==> src/rtl/fifo_pkg.sv <==
// Shared constants and types for the asynchronous FIFO and its read-side adapters.
package fifo_pkg;

    localparam int unsigned FIFO_WIDTH   = 32;
    localparam int unsigned RD_BUF_DEPTH = 2;

    typedef logic [FIFO_WIDTH-1:0] fifo_word_t;

endpackage

==> src/rtl/fifo_rd_stream_if.sv <==
// FIFO read port plus valid/ready stream, as seen by the read-side adapter.
interface fifo_rd_stream_if
    import fifo_pkg::*;
#(
    parameter int unsigned WIDTH = FIFO_WIDTH
);

    logic             read;
    logic             rempty;
    logic [WIDTH-1:0] rdata;
    logic             m_valid;
    logic             m_ready;
    logic [WIDTH-1:0] m_data;

    modport master (
        output read,
        output m_valid,
        output m_data,
        input  rempty,
        input  rdata,
        input  m_ready
    );

    modport slave (
        input  read,
        input  m_valid,
        input  m_data,
        output rempty,
        output rdata,
        output m_ready
    );

endinterface

==> src/rtl/rd_skid_buf.sv <==
// Two-entry circular output buffer; head entry is registered storage driving the stream.
module rd_skid_buf
    import fifo_pkg::*;
#(
    parameter int unsigned WIDTH = FIFO_WIDTH
) (
    input  logic             clk,
    input  logic             rst,
    input  logic             push,
    input  logic [WIDTH-1:0] push_data,
    input  logic             pop,
    output logic [WIDTH-1:0] head_data,
    output logic [1:0]       occ
);

    logic [WIDTH-1:0] mem_q [RD_BUF_DEPTH];
    logic             head_q;
    logic             tail_q;
    logic [1:0]       occ_q;

    // Storage is cleared on reset so the stream data reads as zero afterwards.
    always_ff @(posedge clk or posedge rst) begin
        if (rst) begin
            for (int i = 0; i < int'(RD_BUF_DEPTH); i++) begin
                mem_q[i] <= '0;
            end
            head_q <= 1'b0;
            tail_q <= 1'b0;
            occ_q  <= 2'd0;
        end else begin
            if (push) begin
                mem_q[tail_q] <= push_data;
                tail_q        <= ~tail_q;
            end
            if (pop) begin
                head_q <= ~head_q;
            end
            occ_q <= occ_q + {1'b0, push} - {1'b0, pop};
        end
    end

    assign head_data = mem_q[head_q];
    assign occ       = occ_q;

endmodule

==> src/rtl/fifo_rd_stream.sv <==
// Read-side adapter: converts the FIFO pop strobe interface into a valid/ready stream.
module fifo_rd_stream
    import fifo_pkg::*;
#(
    parameter int unsigned WIDTH = FIFO_WIDTH,
    parameter int unsigned CNT_W = 16
) (
    input  logic             rclk,
    input  logic             rreset,
    fifo_rd_stream_if.master bus,
    output logic [CNT_W-1:0] words_out
);

    logic             inflight_q;
    logic [1:0]       occ;
    logic [1:0]       credit_used;
    logic             pop_out;
    logic             read;
    logic [WIDTH-1:0] head_data;
    logic [CNT_W-1:0] words_q;

    assign pop_out = bus.m_valid && bus.m_ready;

    // A pop is only issued if its word is guaranteed a free slot when it lands.
    always_comb begin
        credit_used = occ + {1'b0, inflight_q} - {1'b0, pop_out};
        read        = !rreset && !bus.rempty && (credit_used < 2'd2);
    end

    always_ff @(posedge rclk or posedge rreset) begin
        if (rreset) begin
            inflight_q <= 1'b0;
            words_q    <= '0;
        end else begin
            inflight_q <= read;
            words_q    <= words_q + CNT_W'(pop_out);
        end
    end

    rd_skid_buf #(
        .WIDTH (WIDTH)
    ) u_buf (
        .clk       (rclk),
        .rst       (rreset),
        .push      (inflight_q),
        .push_data (bus.rdata),
        .pop       (pop_out),
        .head_data (head_data),
        .occ       (occ)
    );

    assign bus.read    = read;
    assign bus.m_valid = (occ != 2'd0);
    assign bus.m_data  = head_data;
    assign words_out   = words_q;

endmodule

==> src/flat_wrapper.sv <==
// flat-port wrapper written by rule: the top's interface ports become plain ports
module fifo_rd_stream_flat import fifo_pkg::*;
#(
    parameter int unsigned WIDTH = FIFO_WIDTH,
    parameter int unsigned CNT_W = 16
)
  (rclk, rreset, words_out, bus_read, bus_m_valid, bus_m_data, bus_rempty, bus_rdata, bus_m_ready);
  fifo_rd_stream_if #(.WIDTH(WIDTH)) bus_i ();
  input  logic rclk;
  input  logic rreset;
  output logic [CNT_W-1:0] words_out;
  output wire logic [$bits(bus_i.read)-1:0] bus_read;
  output wire logic [$bits(bus_i.m_valid)-1:0] bus_m_valid;
  output wire logic [$bits(bus_i.m_data)-1:0] bus_m_data;
  input wire logic [$bits(bus_i.rempty)-1:0] bus_rempty;
  input wire logic [$bits(bus_i.rdata)-1:0] bus_rdata;
  input wire logic [$bits(bus_i.m_ready)-1:0] bus_m_ready;
  assign bus_read = bus_i.read;
  assign bus_m_valid = bus_i.m_valid;
  assign bus_m_data = bus_i.m_data;
  assign bus_i.rempty = bus_rempty;
  assign bus_i.rdata = bus_rdata;
  assign bus_i.m_ready = bus_m_ready;
  fifo_rd_stream #(.WIDTH(WIDTH), .CNT_W(CNT_W)) u_core (.rclk(rclk), .rreset(rreset), .bus(bus_i), .words_out(words_out));
endmodule
==> config.mk <==
export PLATFORM = sky130hd
export DESIGN_NAME = fifo_rd_stream_flat
export DESIGN_NICKNAME = d
export VERILOG_FILES = /design/src/rtl/fifo_pkg.sv /design/src/rtl/fifo_rd_stream_if.sv /design/src/rtl/rd_skid_buf.sv /design/src/rtl/fifo_rd_stream.sv /design/src/flat_wrapper.sv
export SDC_FILE = /design/constraint.sdc
export NUM_CORES = 1
export LEC_CHECK = 0
export CAP_MARGIN = 20
export CORE_MARGIN = 2
export CORE_UTILIZATION = 40
export DETAILED_ROUTE_END_ITERATION = 8
export PLACE_DENSITY = 0.74
export SYNTH_ARGS = -nofsm -noshare
export SYNTH_HDL_FRONTEND = slang
export SYNTH_HIERARCHICAL = 1
export SYNTH_SLANG_ARGS = --single-unit
==> constraint.sdc <==
create_clock -name rclk -period 3.45 [get_ports rclk]
set_input_delay 0.69 -clock rclk [delete_from_list [all_inputs] [get_ports rclk]]
set_output_delay 0.69 -clock rclk [all_outputs]
set_load 0.01 [all_outputs]
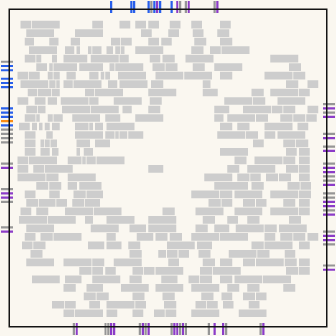
Run 1: pin placement
Pins as bars across the die edge, other pins in gray.
| color | port | pins | direction | edge |
|---|---|---|---|---|
| orange | rreset | 1 | input | left |
| blue | words_out | 16 | output | 9 left, 7 top |
| purple | bus_rdata | 32 | input | 13 right, 11 bottom, 4 top, 4 left |
all pins by edge: 26 right, 23 left, 22 bottom, 15 top

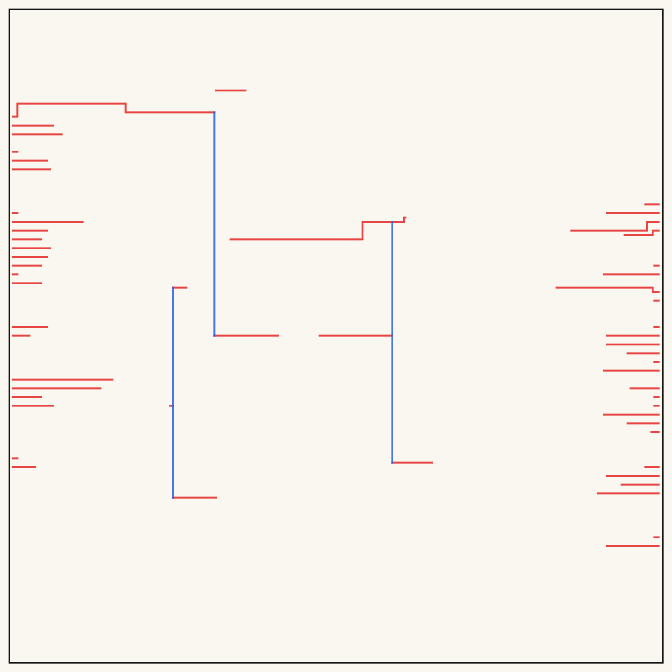
Run 1: routed metal, one color a layer
Two of the layers only.
| color | layer | wire length |
|---|---|---|
| red | M3 | 367 microns |
| blue | M4 | 105 microns |

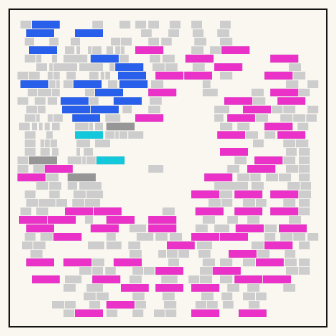
Run 1: sequential cells colored by netlist name
Other sequential cells in the stronger gray, the rest of the logic in the fainter gray.
| color | name in the netlist | flops |
|---|---|---|
| magenta | u_core/u_buf/mem_q | 64 |
| blue | u_core/words_out | 16 |
| cyan | u_core/u_buf/occ | 2 |
not colored: 3
sequential cell area in the final layout: 2130 sq um
sequential group power: 1700 uW

==> flow_metrics.rpt, run 1 <==
IMPLEMENTATION SUMMARY REPORT
----------------------------------------------------
[Run status]
  Outcome ........................ finished, final reports clean

[Setup path]
  Largest stage delay, worst path ........................ 0.59 ns
  Type of element launching the critical path ........................ primary input
  Worst setup path end ........................ bus_read
  Critical Path Source ........................ bus_m_ready
  Count of cells along the worst register-to-register path ........................ 3
  Critical path capture point type ........................ output pin

[Finish]
  Ratio of cells with drive above 1 in the final layout ........................ 0.355
  Finished Core Util ........................ 0.537
  Combinational fraction of the cell area ........................ 0.315
  Final-layout non-clock buffer area share ........................ 0.181
  Most area-hungry cell class in the final design ........................ flip-flops and latches
  Number of antenna cells inserted ........................ 0
  Commonest non-fill, non-tap cells in the layout ........................ sky130_fd_sc_hd__mux2_2, sky130_fd_sc_hd__clkdlybuf4s50_1, sky130_fd_sc_hd__dfrtp_1
  Filler cells ........................ 791
  Final cell area excluding filler cells ........................ 4940 sq um

[Power and ir drop]
  Max VDD drop ........................ around 0.00044 V
  Switching power total ........................ approximately 1300 uW
  Power per Cell Area ........................ 892 nW/um^2
  Cell-internal power ........................ 3080 uW

[Floorplan]
  Number of standard-cell rows in the floorplan ........................ 35
  Core area ........................ 9200 sq um
  Initial Utilization ........................ 0.411

[Final timing]
  Setup clock skew after layout ........................ 0.0125 ns
  Minimum hold slack ........................ 0.498 ns
  Worst Tran Pin Value ........................ 0.860 ns

[Synth]
  Post-synthesis chip area from yosys ........................ 3780 sq um
  Synthesized area per cell ........................ 15.0 sq um
  Most frequent cell after synthesis ........................ sky130_fd_sc_hd__mux2_2
  AND-OR/OR-AND Cells, Area Fraction ........................ 0.00463
  Synthesized instance count ........................ 252
  Max-area cell share ........................ 0.562
  Simple-gate share of the synthesized area ........................ 0.0552

[Clock network]
  TritonCTS clock tree ........................ yes
  Clk ins delay skew pair ........................ roughly 0.34 ns
  CTS sink cnt ........................ 85
  Clock tree root driver cell ........................ sky130_fd_sc_hd__clkbuf_8

[Global routing]
  Largest net degree at the start of global routing ........................ 69
  Via count of the first global-routing pass ........................ 2525
  Layer with the highest usage ........................ met2
  Met3 track demand over resource in global routing ........................ 0.0386

[Min path]
  Path type of the worst min-delay path ........................ register to register

[Routing]
  Routed wire per std cell ........................ 15.7 microns
  Met2 wire len ........................ 3450 microns

----------------------------------------------------
==> run 1 -> run 2 <==
- DONT_BUFFER_PORTS: not set -> 1
- PLACE_DENSITY: 0.74 -> 0.62
==> run 2 against run 1 <==
Cell count shrank 18%; sequential power hardly changed; global-route usage is 1.2 points lower; largest power group is now registers; die size is the same; area after synthesis unchanged; critical path depth fell by 4; sequential cell count did not move.
==> flow_metrics.rpt, run 2 <==
IMPLEMENTATION SUMMARY REPORT
----------------------------------------------------
[Power and ir drop]
  Cell-internal power ........................ 2540 uW (was 3080 uW)
  Sequential group power ........................ 1720 uW (was 1700 uW)
  Switching power total ........................ 1230 uW (was 1320 uW)
  Max VDD drop ........................ 0.000371 V (was 0.000444 V)

[Floorplan]
  Initial Utilization ........................ 0.411 (unchanged)
  Core area ........................ 9200 sq um (unchanged)
  Number of standard-cell rows in the floorplan ........................ 35 (unchanged)

[Synth]
  Top cells by count ........................ sky130_fd_sc_hd__mux2_2, sky130_fd_sc_hd__dfrtp_1, sky130_fd_sc_hd__xor2_1 (unchanged)
  Synthesized instance count ........................ 252 (unchanged)
  Max-area cell share ........................ 0.562 (unchanged)
  Post-synthesis chip area from yosys ........................ 3780 sq um (unchanged)
  Synthesized area per cell ........................ 15.0 sq um (unchanged)
  Share of async-settable or async-resettable flops after synthesis ........................ 1.00 (unchanged)
  Most frequent cell after synthesis ........................ sky130_fd_sc_hd__mux2_2 (unchanged)
  Simple-gate share of the synthesized area ........................ 0.0552 (unchanged)

[Min path]
  Path type of the worst min-delay path ........................ primary input to async pin (was register to register)

[Clock network]
  Clk pin slew, worst setup/hold paths ........................ 0.09 ns (was 0.10 ns)
  Clk ins delay skew pair ........................ 0.35 ns (was 0.34 ns)
  CTS sink cnt ........................ 85 (unchanged)
  TritonCTS clock tree ........................ yes (unchanged)
  Post-CTS setup buffer count ........................ 0 (unchanged)
  Clock tree root driver cell ........................ sky130_fd_sc_hd__clkbuf_8 (unchanged)

[Final timing]
  Final tally of max-slew violations ........................ 0 (unchanged)
  Minimum hold slack ........................ 0.131 ns (was 0.498 ns)
  Worst Tran Pin Value ........................ 0.833 ns (was 0.860 ns)
  Setup clock skew after layout ........................ 0.00934 ns (was 0.0125 ns)

[Setup path]
  Worst setup path end ........................ bus_m_data[18] (was bus_read)
  Critical Path Source ........................ u_core/u_buf/head_q (was bus_m_ready)
  Critical path capture point type ........................ output pin (unchanged)
  Largest stage delay, worst path ........................ 0.48 ns (was 0.59 ns)
  Type of element launching the critical path ........................ register (was primary input)
  Count of cells along the worst register-to-register path ........................ 3 (unchanged)

[Finish]
  Final cell area excluding filler cells ........................ 4110 sq um (was 4940 sq um)
  Most area-hungry cell class in the final design ........................ flip-flops and latches (unchanged)
  Number of antenna cells inserted ........................ 0 (unchanged)
  Ratio of cells with drive above 1 in the final layout ........................ 0.481 (was 0.355)
  Filler cells ........................ 837 (was 791)
  Combinational fraction of the cell area ........................ 0.378 (was 0.315)
  Final-layout non-clock buffer area share ........................ 0.0128 (was 0.181)

[Run status]
  Outcome ........................ finished, final reports clean (unchanged)

[Global routing]
  Via count of the first global-routing pass ........................ 2094 (was 2525)
  Overflow left after global routing ........................ 0 (unchanged)
  Met3 track demand over resource in global routing ........................ 0.0469 (was 0.0386)

[Routing]
  Met2 wire len ........................ 3350 microns (was 3450 microns)

----------------------------------------------------
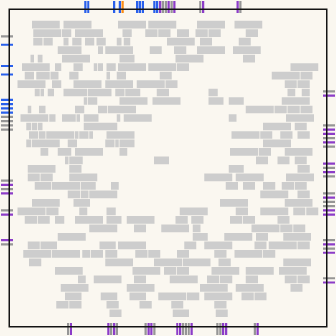
Run 2: pin placement
Pins as bars across the die edge, other pins in gray.
Die Width: 101 microns
vertical die size: 101 microns

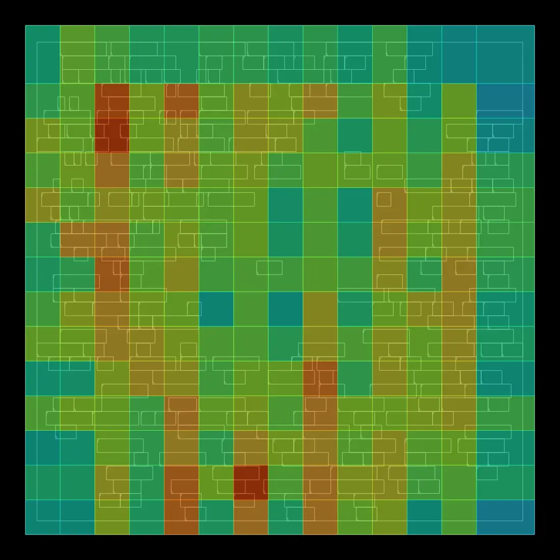
Run 2: congestion heat map
met2 layer usage reported by global route: 0.224
Finished Core Util: 0.446
layer with the highest usage: met2
Routed wire per std cell: 18.3 microns
GR Layer Usage met1: 0.174

Power and IR drop assume default switching activity.
